### config.mk
export PLATFORM = sky130hd
export DESIGN_NAME = ps2_scan_receiver
export DESIGN_NICKNAME = d
export VERILOG_FILES = /design/src/rtl/ps2_scan_receiver.sv
export SDC_FILE = /design/constraint.sdc
export NUM_CORES = 1
export LEC_CHECK = 0
export CAP_MARGIN = 20
export CORE_ASPECT_RATIO = 0.7
export CORE_MARGIN = 2
export CORE_UTILIZATION = 28
export CTS_CLUSTER_DIAMETER = 40
export DETAILED_ROUTE_END_ITERATION = 10
export HOLD_SLACK_MARGIN = 0.12
export PLACE_DENSITY = 0.46
export SLEW_MARGIN = 20
export SYNTH_ARGS = -nofsm -noshare
export SYNTH_HDL_FRONTEND = slang
export SYNTH_SLANG_ARGS = --single-unit
export TNS_END_PERCENT = 5
### constraint.sdc
create_clock -name clock -period 2.3 [get_ports clock]
set_input_delay 0.46 -clock clock [delete_from_list [all_inputs] [get_ports clock]]
set_output_delay 0.46 -clock clock [all_outputs]
set_load 0.03 [all_outputs]
### src/rtl/ps2_scan_receiver.sv
// PS/2 keyboard frame receiver with a first-word-fall-through scan-code FIFO.
// Define PS2_PARITY_CHECK_EN to reject frames whose odd-parity check fails.
module ps2_scan_receiver #(
    parameter int FIFO_DEPTH     = 8,
    parameter int TIMEOUT_CYCLES = 50000
) (
    input  logic       clock,
    input  logic       rst,
    input  logic       ps2_clk,
    input  logic       ps2_data,
    input  logic       rd,
    output logic [7:0] data,
    output logic       ready,
    output logic       overflow,
    output logic       frame_err
);

    localparam int AW = $clog2(FIFO_DEPTH);
    localparam int TW = $clog2(TIMEOUT_CYCLES + 1);
    localparam logic [TW-1:0] TIMEOUT_LAST = TW'(TIMEOUT_CYCLES - 1);

    // Two-flop synchronizers; bit 0 carries ps2_clk, bit 1 carries ps2_data.
    logic [1:0] pin;
    logic [1:0] sync;
    assign pin = {ps2_data, ps2_clk};

    generate
        for (genvar gi = 0; gi < 2; gi++) begin : g_sync
            logic s1_reg;
            logic s2_reg;
            always_ff @(posedge clock or negedge rst) begin
                if (!rst) begin
                    s1_reg <= 1'b1;
                    s2_reg <= 1'b1;
                end else begin
                    s1_reg <= pin[gi];
                    s2_reg <= s1_reg;
                end
            end
            assign sync[gi] = s2_reg;
        end
    endgenerate

    logic s3_reg;
    always_ff @(posedge clock or negedge rst) begin
        if (!rst) s3_reg <= 1'b1;
        else      s3_reg <= sync[0];
    end

    logic fall;
    logic bit_s;
    assign fall  = s3_reg & ~sync[0];
    assign bit_s = sync[1];

    // Frame receiver: cnt 0 is idle, 1..8 data bits, 9 parity, 10 stop.
    logic [3:0]    cnt_reg;
    logic [7:0]    shreg_reg;
    logic [TW-1:0] tcnt_reg;
    logic          frame_err_reg;
    logic          frame_ok;
    logic          push;

`ifdef PS2_PARITY_CHECK_EN
    logic parity_reg;
    always_ff @(posedge clock or negedge rst) begin
        if (!rst)                              parity_reg <= 1'b0;
        else if (fall && cnt_reg == 4'd9)      parity_reg <= bit_s;
    end
    always_comb begin
        frame_ok = bit_s & (^{shreg_reg, parity_reg});
    end
`else
    always_comb begin
        frame_ok = bit_s;
    end
`endif

    assign push = fall && (cnt_reg == 4'd10) && frame_ok;

    always_ff @(posedge clock or negedge rst) begin
        if (!rst) begin
            cnt_reg       <= 4'd0;
            shreg_reg     <= 8'h00;
            tcnt_reg      <= '0;
            frame_err_reg <= 1'b0;
        end else begin
            frame_err_reg <= 1'b0;
            if (cnt_reg == 4'd0) begin
                tcnt_reg <= '0;
                if (fall && !bit_s) cnt_reg <= 4'd1;
            end else if (fall) begin
                tcnt_reg <= '0;
                if (cnt_reg <= 4'd8) begin
                    shreg_reg <= {bit_s, shreg_reg[7:1]};
                    cnt_reg   <= cnt_reg + 4'd1;
                end else if (cnt_reg == 4'd9) begin
                    cnt_reg <= 4'd10;
                end else begin
                    cnt_reg <= 4'd0;
                    if (!frame_ok) frame_err_reg <= 1'b1;
                end
            end else if (tcnt_reg == TIMEOUT_LAST) begin
                // Stalled frame: abandon the partial byte.
                cnt_reg       <= 4'd0;
                tcnt_reg      <= '0;
                frame_err_reg <= 1'b1;
            end else begin
                tcnt_reg <= tcnt_reg + 1'b1;
            end
        end
    end

    assign frame_err = frame_err_reg;

    // FIFO: pointers carry one extra wrap bit to tell full from empty.
    logic [AW:0] wptr_reg;
    logic [AW:0] rptr_reg;
    logic [7:0]  mem [FIFO_DEPTH];
    logic        overflow_reg;
    logic        empty;
    logic        full;
    logic        pop;
    logic        push_ok;

    assign empty   = (wptr_reg == rptr_reg);
    assign full    = (wptr_reg[AW] != rptr_reg[AW]) &&
                     (wptr_reg[AW-1:0] == rptr_reg[AW-1:0]);
    assign pop     = rd && !empty;
    assign push_ok = push && (!full || pop);

    always_ff @(posedge clock) begin
        if (push_ok) mem[wptr_reg[AW-1:0]] <= shreg_reg;
    end

    always_ff @(posedge clock or negedge rst) begin
        if (!rst) begin
            wptr_reg     <= '0;
            rptr_reg     <= '0;
            overflow_reg <= 1'b0;
        end else begin
            if (push_ok) wptr_reg <= wptr_reg + 1'b1;
            if (pop)     rptr_reg <= rptr_reg + 1'b1;
            if (push && full && !pop) overflow_reg <= 1'b1;
        end
    end

    assign data     = empty ? 8'h00 : mem[rptr_reg[AW-1:0]];
    assign ready    = !empty;
    assign overflow = overflow_reg;

endmodule

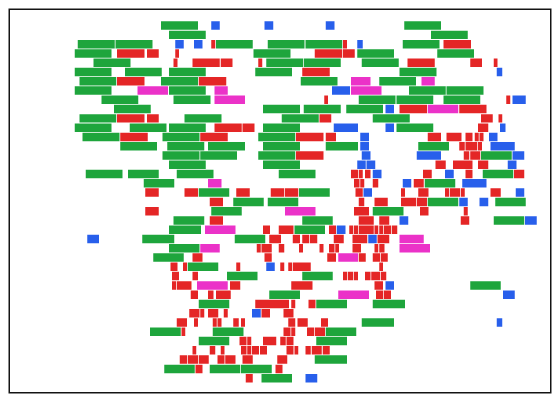
Figure 1: run 1, placement by cell class.
| colour | class | cells | share of their area |
|---|---|---|---|
| blue | remaining buffers and delay cells | 42 | 7.1% |
| green | registers | 107 | 57% |
| red | remaining logic cells | 191 | 30% |
| magenta | clock drivers and dummy loads | 16 | 6.2% |
design area: 0.00559 mm2
Seq/total area: 0.538
CORE AREA: 0.0163 mm2
row count: 39

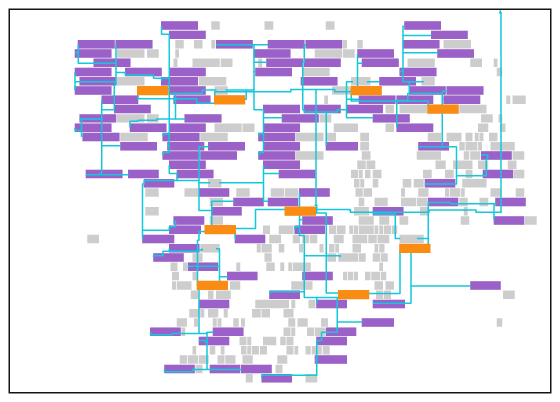
Figure 2: run 1, clock wires, drivers and flops.
[purple] flip-flops | count: 107
[cyan] clock wires | length: 1380 um
[orange] clock-net drivers | count: 9
routed clock nets: 10
Clock Latency Late Sink: 0.36 ns
portion of total power attributed to the clock network: 0.261

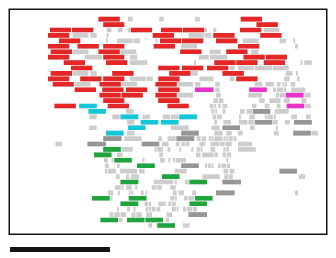
Figure 3: run 1, sequential cells coloured by netlist name.
The bar under the picture is 50 um long. Other sequential cells in the stronger grey, the rest of the logic in the fainter grey.
| colour | signal | placed flops |
|---|---|---|
| cyan | shreg_reg | 8 |
| magenta | rptr_reg | 4 |
| red | mem | 64 |
| green | tcnt_reg | 16 |
Sequential Area: 0.00301 mm2
final core utilization: 0.343
Sequential Power: 0.00266 W

==> run 1: routing by layer <==
layer  part of all wire  track usage
met4              0.010       0.0324
met5                  0            0
met3              0.033       0.0390
met1               0.54        0.173
met2               0.42        0.155
==> run 1: cells in the final DEF, fill, tap and decap left out, types with 6 or more instances in the layout <==
master     instances
edfxtp_1          64
dfrtp_1           37
buf_4             27
nor2_1            25
xnor2_1           19
mux4_2            16
nand2_1           15
nor2_2            10
mux2_2            10
inv_1              9
mux2i_1            9
nor3_1             9
clkbuf_16          9
nand2b_1           7
ha_1               7
nand3_1            6
==> run 1: power by group <==
| group | switching, W | internal, W |
|---|---|---|
| combinational | 0.00103 | 0.000938 |
| clock | 0.000830 | 0.000806 |
| sequential | 0.000294 | 0.00237 |
==> Changelog: implementation, run 1 <==
## Implementation

- Pre-Place Util: 0.286
- Non-Filler Instances: 581
- Area-dominant class: sequential cells
- Pwr/cell area: 1120 mW/mm2
- Status: finished clean
- H-tree depth: 3
- Top cells by area, synth: edfxtp_1 41%, dfrtp_1 20%, mux4_2 7.7%
- CP Buf/Inv Count: 2
- DRT antenna net count: 0
- Number of standard cells reported by yosys: 312
- Vias in the first global route: 2602
- Number of setup violations in the final report: 0
- Pre-antenna DRT Iters: 4
- Period minus WS final: 2.30 ns
- Worst R2R Start: cnt_reg[1]
- Cts bufs inserted: 9
- Top_reg_cell synth: edfxtp_1
- Largest fanout on the critical path: 7
- Synth cell count leaders: 64 x edfxtp_1, 38 x dfrtp_1, 25 x nor2_1
- Synth-to-Final Area Change: 19.7%
- Initial antenna violation count: 0
- Synth area leader: edfxtp_1
- Peak VDD IR: 0.417 mV
- CTS Sinks: 107
- Die H: 112 um
- ClkCell Share: 0.0587
- CP endpoint: data[4]
- # Post-CTS Setup Buffers: 1
- Highest clock rate: 435 MHz
- Max-Cap Viols: 0
- Worst EP arrival: 1.84 ns
- CP delay by family, top: multiplexers
- Post-Syn Area: 0.00467 mm2
- Post-synth seq share: 0.644
- Placed cell count: 564
- Antenna cell count: 0
## Run 2: what changed since run 1
--- a/config.mk
+++ b/config.mk
@@ -11,6 +11,7 @@
 export CORE_UTILIZATION = 28
 export CTS_CLUSTER_DIAMETER = 40
 export DETAILED_ROUTE_END_ITERATION = 10
+export GPL_TIMING_DRIVEN = 0
 export HOLD_SLACK_MARGIN = 0.12
 export PLACE_DENSITY = 0.46
 export SLEW_MARGIN = 20
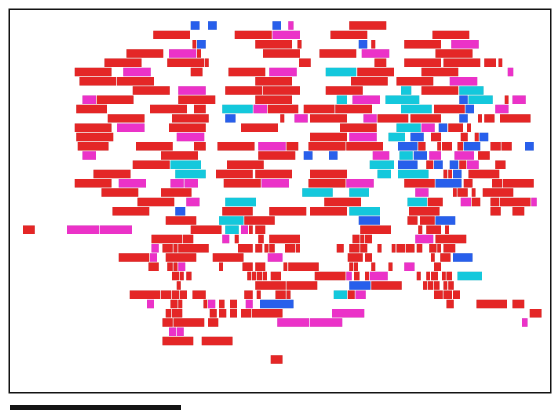
Figure 4: run 2, cells by drive strength.
The bar under the picture is 50 um long.
| colour | size | cells | share | most used |
|---|---|---|---|---|
| red | x1 and smaller | 245 | 69% | edfxtp_1 |
| magenta | x2 | 58 | 16% | mux4_2 |
| cyan | x6 and larger | 25 | 7.0% | clkbuf_16 |
| blue | x3 and x4 | 29 | 8.1% | buf_4 |
nonclk buf count: 43
Synth-to-Final Area Change: 22.4%
design area: 0.00571 mm2
final setup margin: -0.116 ns

==> Changelog: implementation, run 2 <==
## Implementation

- Max-Cap Viols: 0 (unchanged)
- Leading power group: sequential cells
- Die H: 112 um (unchanged)
- DRT antenna net count: 0 (unchanged)
- Sw power: 0.00219 W (+1.6%)
- Seq pwr share: 0.410 (-0.015)
- Pre-antenna DRT Iters: 5 (+1)
- WL met1: 4980 um (+1.3%)
- Number of setup violations in the final report: 8 (+8)
- Non-Filler Instances: 582 (+0.17%)
- Post-Syn Area: 0.00467 mm2 (unchanged)
- Synth cell count leaders: 64 x edfxtp_1, 38 x dfrtp_1, 25 x nor2_1
- Placed cell count: 557 (-1.2%)
- Top cells by area, synth: edfxtp_1 41%, dfrtp_1 20%, mux4_2 7.7%
- Highest clock rate: 414 MHz (-4.8%)
- Initial antenna violation count: 0 (unchanged)
- Antenna cell count: 0 (unchanged)
- Synth area leader: edfxtp_1
- Worst EP arrival: 1.96 ns (+0.12 ns)
- P_comb: 0.00226 W (+15%)
- Number of standard cells reported by yosys: 312 (unchanged)
- Area-dominant class: sequential cells
- DR WL met2: 4210 um (+11%)
- Global routing met1 resource utilization: 0.185 (+0.0119)
- Violated checks: setup timing
- Vias in the first global route: 2649 (+1.8%)
- Pint: 0.00424 W (+3.0%)
- Clock Power: 0.00154 W (-6%)
- CP endpoint: data[6]
- Final setup margin: -0.116 ns
- Peak VDD IR: 0.464 mV (+11%)
- Portion of total power attributed to the clock network: 0.240 (-0.021)
- Status: finished, violations left
- Dominant logic cell type in the layout: edfxtp_1
- Cts bufs inserted: 9 (unchanged)
- Top_reg_cell synth: edfxtp_1
- Worst R2R Start: rptr_reg[1]
- Global Route met3 Usage: 0.0259 (-0.0131)
- Met3 wire len: 449 um (+48%)
==> run 2: per-stage QoR <==
| step | total power (W) | cell area (um2) | setup TNS [ns] |
|---|---|---|---|
| after floorplan | 0.00402 | 4670 | -0.205 |
| after global placement | 0.00467 | 5100 | -77.29 |
| after detailed placement | 0.00469 | 5180 | -22.72 |
| after CTS | 0.00648 | 5680 | -0.688 |
| after global routing | 0.00680 | 5710 | -1.38 |
| final | 0.00643 | 5710 | -0.460 |
==> run 2: logic make-up (layout without fill, tap and decap cells) <==
logic type	count (synthesis)	after routing
fa+ha+maj	7	7
mux	35	35
compound gates	19	19
flops	107	107
buf+inv	23	68
simple gates	97	97
xor+xnor	24	24
Power figures rest on the tool's default switching activity, not on a simulated workload.
